### A small window of the routed layout

The bar under the picture is 5 um long. Region (18, 31) to (38, 51) um. Cells in grey, sequential cells in the stronger grey; small squares are vias.
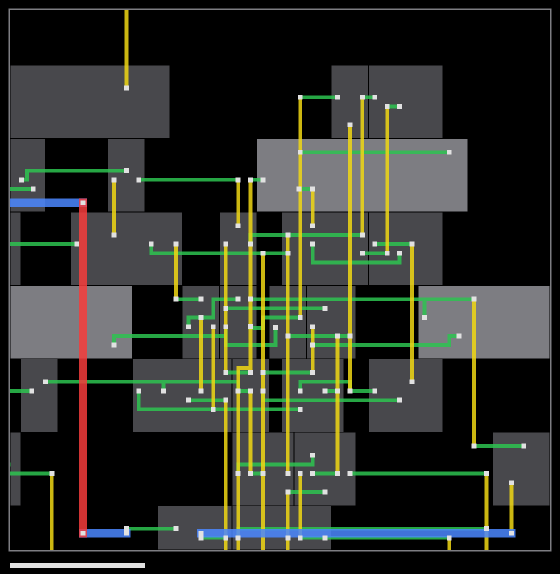
### Register map, names as in the netlist

The bar under the picture is 20 um long. Other sequential cells in the stronger grey, the rest of the logic in the fainter grey.
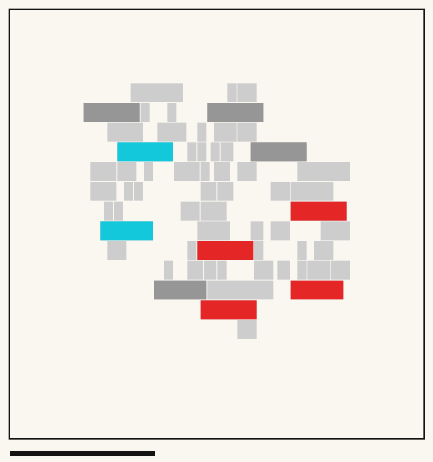
`config.mk`:
```
export PLATFORM = sky130hd
export DESIGN_NAME = debounce_pulso
export DESIGN_NICKNAME = d
export VERILOG_FILES = /design/src/rtl/semaforo_pkg.sv /design/src/rtl/debounce_pulso_sincronizador.sv /design/src/rtl/debounce_pulso.sv
export SDC_FILE = /design/constraint.sdc
export NUM_CORES = 1
export LEC_CHECK = 0
export ABC_AREA = 1
export CORE_AREA = 10 10 47 49
export CTS_BUF_LIST = sky130_fd_sc_hd__clkbuf_2 sky130_fd_sc_hd__clkbuf_4 sky130_fd_sc_hd__clkbuf_8
export DETAILED_ROUTE_END_ITERATION = 8
export DIE_AREA = 0 0 57 59
export PLACE_DENSITY_LB_ADDON = 0.2
export SETUP_SLACK_MARGIN = 0.05
export SLEW_MARGIN = 20
export SYNTH_ARGS = -nofsm -noshare
export SYNTH_HDL_FRONTEND = slang
export SYNTH_SLANG_ARGS = --single-unit
```
`constraint.sdc`:
```
create_clock -name clk -period 0.9 [get_ports clk]
set_input_delay 0.135 -clock clk [delete_from_list [all_inputs] [get_ports clk]]
set_output_delay 0.135 -clock clk [all_outputs]
set_load 0.1 [all_outputs]
```
`src/rtl/semaforo_pkg.sv`:
```
// semaforo_pkg: shared debounce FSM state type and default timing constants
package semaforo_pkg;
  typedef enum logic [1:0] {SOLTO, CONFIRMA_ALTO, PRESSIONADO, CONFIRMA_BAIXO} estado_db_t;
  localparam int DEBOUNCE_CYCLES_DEF = 4;
  localparam int REPEAT_CYCLES_DEF = 8;
  localparam int SYNC_STAGES_DEF = 2;
endpackage

```
`src/rtl/debounce_pulso_sincronizador.sv`:
```
// sincronizador: SYNC_STAGES-deep flop chain bringing async d into clk domain (clk, reset sync active-high, d in, q out)
module sincronizador #(
  parameter int SYNC_STAGES = semaforo_pkg::SYNC_STAGES_DEF
) (
  input  logic clk,
  input  logic reset,
  input  logic d,
  output logic q
);
  logic [SYNC_STAGES-1:0] s;
  always_ff @(posedge clk)
    if (reset) s <= '0;
    else s <= {s[SYNC_STAGES-2:0], d};
  assign q = s[SYNC_STAGES-1];
endmodule

```
`src/rtl/debounce_pulso.sv`:
```
// debounce_pulso: sync+debounce raw botao into one-cycle pulso per press and level estavel (clk, reset sync active-high, botao in, pulso/estavel out); AUTO_REPEAT_EN adds held-button repeat pulses
module debounce_pulso
  import semaforo_pkg::*;
#(
  parameter int SYNC_STAGES = SYNC_STAGES_DEF,
  parameter int DEBOUNCE_CYCLES = DEBOUNCE_CYCLES_DEF,
  parameter int REPEAT_CYCLES = REPEAT_CYCLES_DEF,
  parameter int CNT_W = $clog2((DEBOUNCE_CYCLES > REPEAT_CYCLES) ? DEBOUNCE_CYCLES : REPEAT_CYCLES) + 1
) (
  input  logic clk,
  input  logic reset,
  input  logic botao,
  output logic pulso,
  output logic estavel
);
  localparam logic [CNT_W-1:0] DEB_MAX = CNT_W'(DEBOUNCE_CYCLES - 1);
`ifdef AUTO_REPEAT_EN
  localparam logic [CNT_W-1:0] REP_MAX = CNT_W'(REPEAT_CYCLES - 1);
`endif
  logic b_s;
  estado_db_t est, est_n;
  logic [CNT_W-1:0] cnt, cnt_n;
  logic pulso_n, estavel_n;
  sincronizador #(.SYNC_STAGES(SYNC_STAGES)) u_sinc (.clk(clk), .reset(reset), .d(botao), .q(b_s));
  always_comb begin
    est_n = est;
    cnt_n = cnt;
    pulso_n = 1'b0;
    estavel_n = estavel;
    case (est)
      SOLTO:
        if (b_s) begin
          est_n = CONFIRMA_ALTO;
          cnt_n = CNT_W'(1);
        end else cnt_n = '0;
      CONFIRMA_ALTO:
        if (!b_s) begin
          est_n = SOLTO;
          cnt_n = '0;
        end else if (cnt == DEB_MAX) begin
          est_n = PRESSIONADO;
          pulso_n = 1'b1;
          estavel_n = 1'b1;
          cnt_n = '0;
        end else cnt_n = cnt + 1'b1;
      PRESSIONADO:
        if (!b_s) begin
          est_n = CONFIRMA_BAIXO;
          cnt_n = CNT_W'(1);
        end
`ifdef AUTO_REPEAT_EN
        else if (cnt == REP_MAX) begin
          pulso_n = 1'b1;
          cnt_n = '0;
        end else cnt_n = cnt + 1'b1;
`else
        else cnt_n = '0;
`endif
      CONFIRMA_BAIXO:
        if (b_s) begin
          est_n = PRESSIONADO;
          cnt_n = '0;
        end else if (cnt == DEB_MAX) begin
          est_n = SOLTO;
          estavel_n = 1'b0;
          cnt_n = '0;
        end else cnt_n = cnt + 1'b1;
      default: begin
        est_n = SOLTO;
        cnt_n = '0;
      end
    endcase
  end
  always_ff @(posedge clk)
    if (reset) begin
      est <= SOLTO;
      cnt <= '0;
      pulso <= 1'b0;
      estavel <= 1'b0;
    end else begin
      est <= est_n;
      cnt <= cnt_n;
      pulso <= pulso_n;
      estavel <= estavel_n;
    end
endmodule
```
==> flow_metrics.env <==
# flow metrics
export IMPL_status="finished, violations left"
export IMPL_violations="negative setup slack"
export IMPL_p_total_uw=901.0
export IMPL_die_w_um=57
export IMPL_top_power_group="registers"
export IMPL_syn_cell_area_um2=389.1
export IMPL_antenna_found_initial=0
export IMPL_grt_pass1_wl_mm=1.255
export IMPL_placedCellCount=71
export IMPL_clk_pin_slew_worst_paths_ps=70
export IMPL_hold_buffers=0
export IMPL_synthCells=46
export IMPL_seqPwrFrac=0.503
export IMPL_yosysWarnings=0
export IMPL_crit_path_start_kind="register"
export IMPL_nFillCells=146
export IMPL_setup_worst_path_end="estavel$_SDFFE_PP0P_"
export IMPL_critPathMostFrequentCell="nand2_1"
export IMPL_grt_ovfl_total=0
export IMPL_fin_ws_ps=-29.56
export IMPL_pg_clk_uw=407
export IMPL_grt_busiest_layer="met2"
export IMPL_cp_max_fo=4
export IMPL_regToRegEndpoint="estavel$_SDFFE_PP0P_"
export IMPL_ys_sh_simple=0.2540
export IMPL_worstSetupEndpointType="register"
export IMPL_wl_met2_um=338
export IMPL_required_ps=1060
export IMPL_warning_count=29
export IMPL_setup_violations=5
export IMPL_ff_count=10
export IMPL_post_place_ws_ps=-175.5
export IMPL_switching_share=0.2045
export IMPL_tapCellCount=16
export IMPL_largest_register_ffs=4
export IMPL_htreeDepth=1
export IMPL_fp_utilization=0.2777
Notes on 'A small window of the routed layout' above:
| layer | colour |
|---|---|
| met2 | yellow |
| met4 | red |
| met3 | blue |
| met1 | green |
sequential cells in the window: 3
most frequent: nand2_1 (5), dfxtp_2 (3), buf_4 (3)
cells with their middle in the window: 26
netlist names of flops here include: pulso (1), u_sinc.s (1)

Notes on 'Register map, names as in the netlist' above:
| netlist name | colour | placed flops |
|---|---|---|
| cnt | red | 4 |
| u_sinc.s | cyan | 2 |
Seq/total area: 0.3353
Final Core Density: 0.4446
Sequential Area: 209.0 um2
Seq power: 453 uW

Power figures rest on the tool's default switching activity, not on a simulated workload.
